### config.mk
export PLATFORM = sky130hd
export DESIGN_NAME = nash_byte_serializer
export DESIGN_NICKNAME = d
export VERILOG_FILES = /design/src/rtl/nash_pkg.sv /design/src/rtl/nash_byte_fifo.sv /design/src/rtl/nash_byte_serializer.sv
export SDC_FILE = /design/constraint.sdc
export NUM_CORES = 1
export LEC_CHECK = 0
export CORE_UTILIZATION = 58
export CTS_BUF_LIST = sky130_fd_sc_hd__clkbuf_4 sky130_fd_sc_hd__clkbuf_8
export DETAILED_ROUTE_END_ITERATION = 12
export DONT_BUFFER_PORTS = 1
export PLACE_DENSITY = 0.78
export SLEW_MARGIN = 15
export SYNTH_ARGS = -nofsm -noshare
export SYNTH_HDL_FRONTEND = slang
export SYNTH_SLANG_ARGS = --single-unit
### constraint.sdc
create_clock -name clk -period 3 [get_ports clk]
set_input_delay 0.3 -clock clk [delete_from_list [all_inputs] [get_ports clk]]
set_output_delay 0.3 -clock clk [all_outputs]
set_load 0.02 [all_outputs]
### src/rtl/nash_pkg.sv
// Shared types and default widths for the Nash cipher serializer/deserializer pair.
package nash_pkg;

  localparam int unsigned NASH_DATA_WIDTH     = 8;
  localparam int unsigned NASH_SER_FIFO_DEPTH = 4;

  typedef enum logic [0:0] {
    SER_IDLE  = 1'b0,
    SER_SHIFT = 1'b1
  } ser_state_e;

endpackage

### src/rtl/nash_byte_fifo.sv
// Synchronous FIFO with occupancy counter; flush has priority over push and pop.
module nash_byte_fifo
  import nash_pkg::*;
#(
  parameter int unsigned DATA_WIDTH = NASH_DATA_WIDTH,
  parameter int unsigned DEPTH      = NASH_SER_FIFO_DEPTH
) (
  input  logic                          clk,
  input  logic                          rst_n,
  input  logic                          flush,
  input  logic                          push,
  input  logic [DATA_WIDTH-1:0]         wdata,
  input  logic                          pop,
  output logic [DATA_WIDTH-1:0]         rdata,
  output logic                          full,
  output logic                          empty,
  output logic [$clog2(DEPTH):0]        count
);

  localparam int unsigned PtrW = $clog2(DEPTH);
  localparam int unsigned CntW = PtrW + 1;

  logic [DATA_WIDTH-1:0] mem_q [DEPTH];
  logic [PtrW-1:0]       wr_ptr_q, wr_ptr_d;
  logic [PtrW-1:0]       rd_ptr_q, rd_ptr_d;
  logic [CntW-1:0]       count_q, count_d;
  logic                  do_push, do_pop;

  assign full  = (count_q == CntW'(DEPTH));
  assign empty = (count_q == '0);
  assign count = count_q;
  assign rdata = mem_q[rd_ptr_q];

  always_comb begin
    do_push  = push && !full && !flush;
    do_pop   = pop && !empty && !flush;
    wr_ptr_d = wr_ptr_q;
    rd_ptr_d = rd_ptr_q;
    count_d  = count_q;
    if (flush) begin
      wr_ptr_d = '0;
      rd_ptr_d = '0;
      count_d  = '0;
    end else begin
      if (do_push) wr_ptr_d = wr_ptr_q + PtrW'(1);
      if (do_pop)  rd_ptr_d = rd_ptr_q + PtrW'(1);
      unique case ({do_push, do_pop})
        2'b10:   count_d = count_q + CntW'(1);
        2'b01:   count_d = count_q - CntW'(1);
        default: count_d = count_q;
      endcase
    end
  end

  always_ff @(posedge clk or negedge rst_n) begin
    if (!rst_n) begin
      wr_ptr_q <= '0;
      rd_ptr_q <= '0;
      count_q  <= '0;
    end else begin
      wr_ptr_q <= wr_ptr_d;
      rd_ptr_q <= rd_ptr_d;
      count_q  <= count_d;
    end
  end

  // Storage needs no reset: occupancy alone decides which entries are live.
  always_ff @(posedge clk) begin
    if (do_push) mem_q[wr_ptr_q] <= wdata;
  end

endmodule

### src/rtl/nash_byte_serializer.sv
// Buffers words and emits them MSB-first as a gapless bit stream for the Nash core.
// Optional NASH_SER_STATS_EN adds a 32-bit retired-word counter on byte_count.
module nash_byte_serializer
  import nash_pkg::*;
#(
  parameter int unsigned DATA_WIDTH = NASH_DATA_WIDTH,
  parameter int unsigned FIFO_DEPTH = NASH_SER_FIFO_DEPTH
) (
  input  logic                  clk,
  input  logic                  rst_n,
  input  logic [DATA_WIDTH-1:0] byte_in,
  input  logic                  byte_valid,
  output logic                  byte_ready,
  input  logic                  core_ready,
  input  logic                  abort,
  output logic                  bit_out,
  output logic                  bit_valid,
  output logic                  bit_sop,
`ifdef NASH_SER_STATS_EN
  output logic [31:0]           byte_count,
`endif
  output logic                  busy
);

  localparam int unsigned BitCntW = (DATA_WIDTH > 1) ? $clog2(DATA_WIDTH) : 1;

  ser_state_e              state_q, state_d;
  logic [DATA_WIDTH-1:0]   shreg_q, shreg_d;
  logic [BitCntW-1:0]      cnt_q, cnt_d;
  logic                    valid_q, valid_d;
  logic                    sop_q, sop_d;

  logic [DATA_WIDTH-1:0]   fifo_rdata;
  logic                    fifo_full, fifo_empty;
  logic [$clog2(FIFO_DEPTH):0] fifo_count;
  logic                    last_bit, load;

  nash_byte_fifo #(
    .DATA_WIDTH (DATA_WIDTH),
    .DEPTH      (FIFO_DEPTH)
  ) u_fifo (
    .clk   (clk),
    .rst_n (rst_n),
    .flush (abort),
    .push  (byte_valid),
    .wdata (byte_in),
    .pop   (load),
    .rdata (fifo_rdata),
    .full  (fifo_full),
    .empty (fifo_empty),
    .count (fifo_count)
  );

  always_ff @(posedge clk or negedge rst_n) begin
    if (!rst_n) begin
      state_q <= SER_IDLE;
      shreg_q <= '0;
      cnt_q   <= '0;
      valid_q <= 1'b0;
      sop_q   <= 1'b0;
    end else begin
      state_q <= state_d;
      shreg_q <= shreg_d;
      cnt_q   <= cnt_d;
      valid_q <= valid_d;
      sop_q   <= sop_d;
    end
  end

  always_comb begin
    last_bit = (state_q == SER_SHIFT) && (cnt_q == '0);
    // A load can only begin at a word boundary; core_ready never cuts a word short.
    load     = !abort && !fifo_empty && core_ready &&
               ((state_q == SER_IDLE) || last_bit);
    state_d  = state_q;
    shreg_d  = shreg_q;
    cnt_d    = cnt_q;
    valid_d  = 1'b0;
    sop_d    = 1'b0;
    if (abort) begin
      state_d = SER_IDLE;
      shreg_d = '0;
      cnt_d   = '0;
    end else if (load) begin
      state_d = SER_SHIFT;
      shreg_d = fifo_rdata;
      cnt_d   = BitCntW'(DATA_WIDTH - 1);
      valid_d = 1'b1;
      sop_d   = 1'b1;
    end else begin
      unique case (state_q)
        SER_SHIFT: begin
          shreg_d = shreg_q << 1;
          if (last_bit) begin
            state_d = SER_IDLE;
            cnt_d   = '0;
          end else begin
            cnt_d   = cnt_q - BitCntW'(1);
            valid_d = 1'b1;
          end
        end
        default: begin
          state_d = SER_IDLE;
        end
      endcase
    end
  end

  always_comb begin
    bit_out    = shreg_q[DATA_WIDTH-1];
    bit_valid  = valid_q;
    bit_sop    = sop_q;
    byte_ready = !fifo_full;
    busy       = (state_q == SER_SHIFT) || (fifo_count != '0);
  end

`ifdef NASH_SER_STATS_EN
  logic [31:0] byte_count_q, byte_count_d;

  always_comb begin
    byte_count_d = byte_count_q;
    if (abort) begin
      byte_count_d = '0;
    end else if (last_bit) begin
      byte_count_d = byte_count_q + 32'd1;
    end
  end

  always_ff @(posedge clk or negedge rst_n) begin
    if (!rst_n) begin
      byte_count_q <= '0;
    end else begin
      byte_count_q <= byte_count_d;
    end
  end

  assign byte_count = byte_count_q;
`endif

endmodule

==> deck_impl_summary.md <==
Physical Implementation Snapshot

Synth
  – XOR Share, Synth: 1.49%
  – Dominant cell by count in the synthesized netlist: sky130_fd_sc_hd__edfxtp_1
  – Main kind of combinational logic by area: simple AND/OR/NAND/NOR gates
  – Post-synthesis async set-or-reset flop share: approximately 38%
  – Multiplexer fraction of the synthesized cell area: roughly 8%
  – Flip-flop and latch count after synthesis: ~52
  – Area leader, netlist: sky130_fd_sc_hd__edfxtp_1

Critical path
  – Worst path buffer plus inverter count: 1
  – Startpoint type of the worst setup path: flop
  – First element of the critical path: cnt_q[0]
  – CP arrival: 2710 ps
  – CP Cell Sequence: inv_1 -> ha_1 -> ha_1 -> nand2b_1 -> nand3_4 -> nor2_1 -> fa_1 -> and2_0 -> mux2i_1 -> o311ai_1
  – Max stage delay on crit path: between 400 and 500 ps
  – Most used cell along the critical path: sky130_fd_sc_hd__ha_1
  – Worst Path Required: about 3200 ps

Cells and area
  – Fillcell total: 248
  – Post-Layout Inst Area: 2460 µm²
  – Flip-flop count of the largest register after layout: 32

Floorplan
  – Number of placement rows: 22
  – Die area: approximately 4300 µm²
  – Floorplan Core Area: 3770 µm²

Final timing
  – Share of the clock period used by the worst path: between 80 and 90%
  – Max_slew headroom: a little under two fifths
  – Hold violation count in the final report: 0
  – Slew at the pin closest to its max-slew limit: between 900 and 1000 ps

Outcome
  – Result of the run: finished, final reports clean

Placement
  – RD Place Congestion: 0.797
  – Instance area after placement: approximately 2300 µm²
  – Placed wire-length estimate after detailed placement: about 2.7 mm

Route
  – Top routing layer in use: met4
  – Vias: between 1000 and 1500
  – Met2 routed wirelength: just under 2 mm
  – Wire length after detailed routing: roughly 4 mm
  – Sum of met3 wire segment lengths after detailed routing: between 200 and 250 µm

Job
  – Number of warnings the tools reported: 29
  – Max-cap violations: 0

Power and ir drop
  – Internal: 0.00138 W
  – VDD IR-drop max: 583 µV
  – Comb pwr: ~0.00055 W
  – Pwr top: sequential cells
  – Sw Share: 32.9%

Global route
  – Met3 Track Usage GR: 6.42%
  – Met2 Use GR: 33.3%
  – Total grt overflow: 0
  – Global-route usage over all layers: between 20% and 30%

Clocking
  – Max H-tree Level: 2
  – Cell at the root of the clock tree: sky130_fd_sc_hd__clkbuf_8
  – CTS max path bufs: 2
what timing repair did:
item                                   CTS  global route
buffers inserted                         0             0
endpoints found under the hold margin   20             0
hold buffers                             1             0
through the flow:
stage	worst slack, ps	cells	power [W]
floorplan	814	162	0.00149
finish	483	211	0.00206
detailed placement	491	202	0.00157
CTS	476	211	0.00207
global route	314	211	0.00218
global placement	661	202	0.00152
cell type report:
cell class | count | area, µm² | area share [%]
Clock buffer | 6 | 82.6 | 3.36
Timing Repair Buffer | 1 | 10.0 | 0.407
Sequential cell | 52 | 1460 | 59.4
Multi-Input combinational cell | 91 | 764 | 31.1
Inverter | 11 | 43.8 | 1.78
Tap cell | 48 | 60.1 | 2.44
Clock inverter | 2 | 38.8 | 1.58
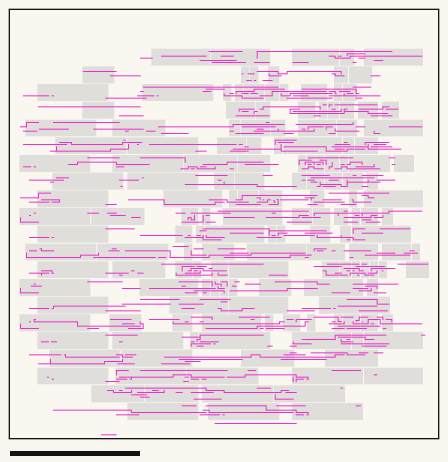
*The metal 1 layer*
The bar under the picture is 20 µm long. Cells faint in the background.
165 nets have wire on it. The wires run mostly horizontal. The layer holds 45% of the routed length.

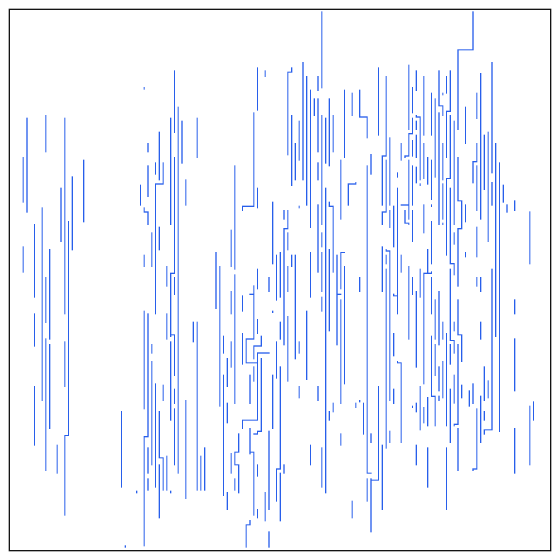
*M2 wires*
The wires run mostly vertical. The layer holds 48% of the routed length. The longest straight run is 44.5 µm.

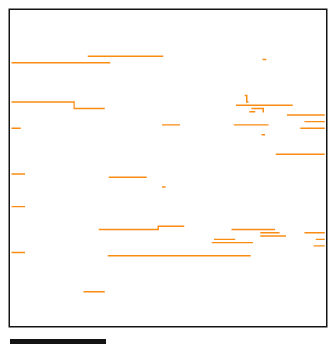
*The metal 3 layer*
The bar under the picture is 20 µm long.
The layer holds 5.4% of the routed length. The longest straight run is 29.4 µm. The wires run mostly horizontal.

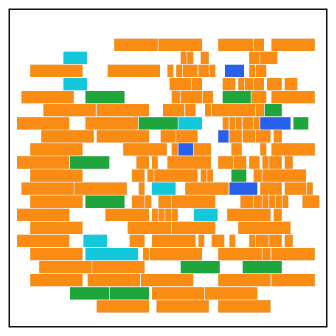
*Drive-strength map*
x3 and x4: marked blue, cells 5, share 3.1%. x2: marked green, cells 12, share 7.4%, most used mux4_2. x6 and larger: marked cyan, cells 7, share 4.3%, most used clkbuf_8. x1 and smaller: marked orange, cells 139, share 85%, most used edfxtp_1.

Power figures rest on the tool's default switching activity, not on a simulated workload.
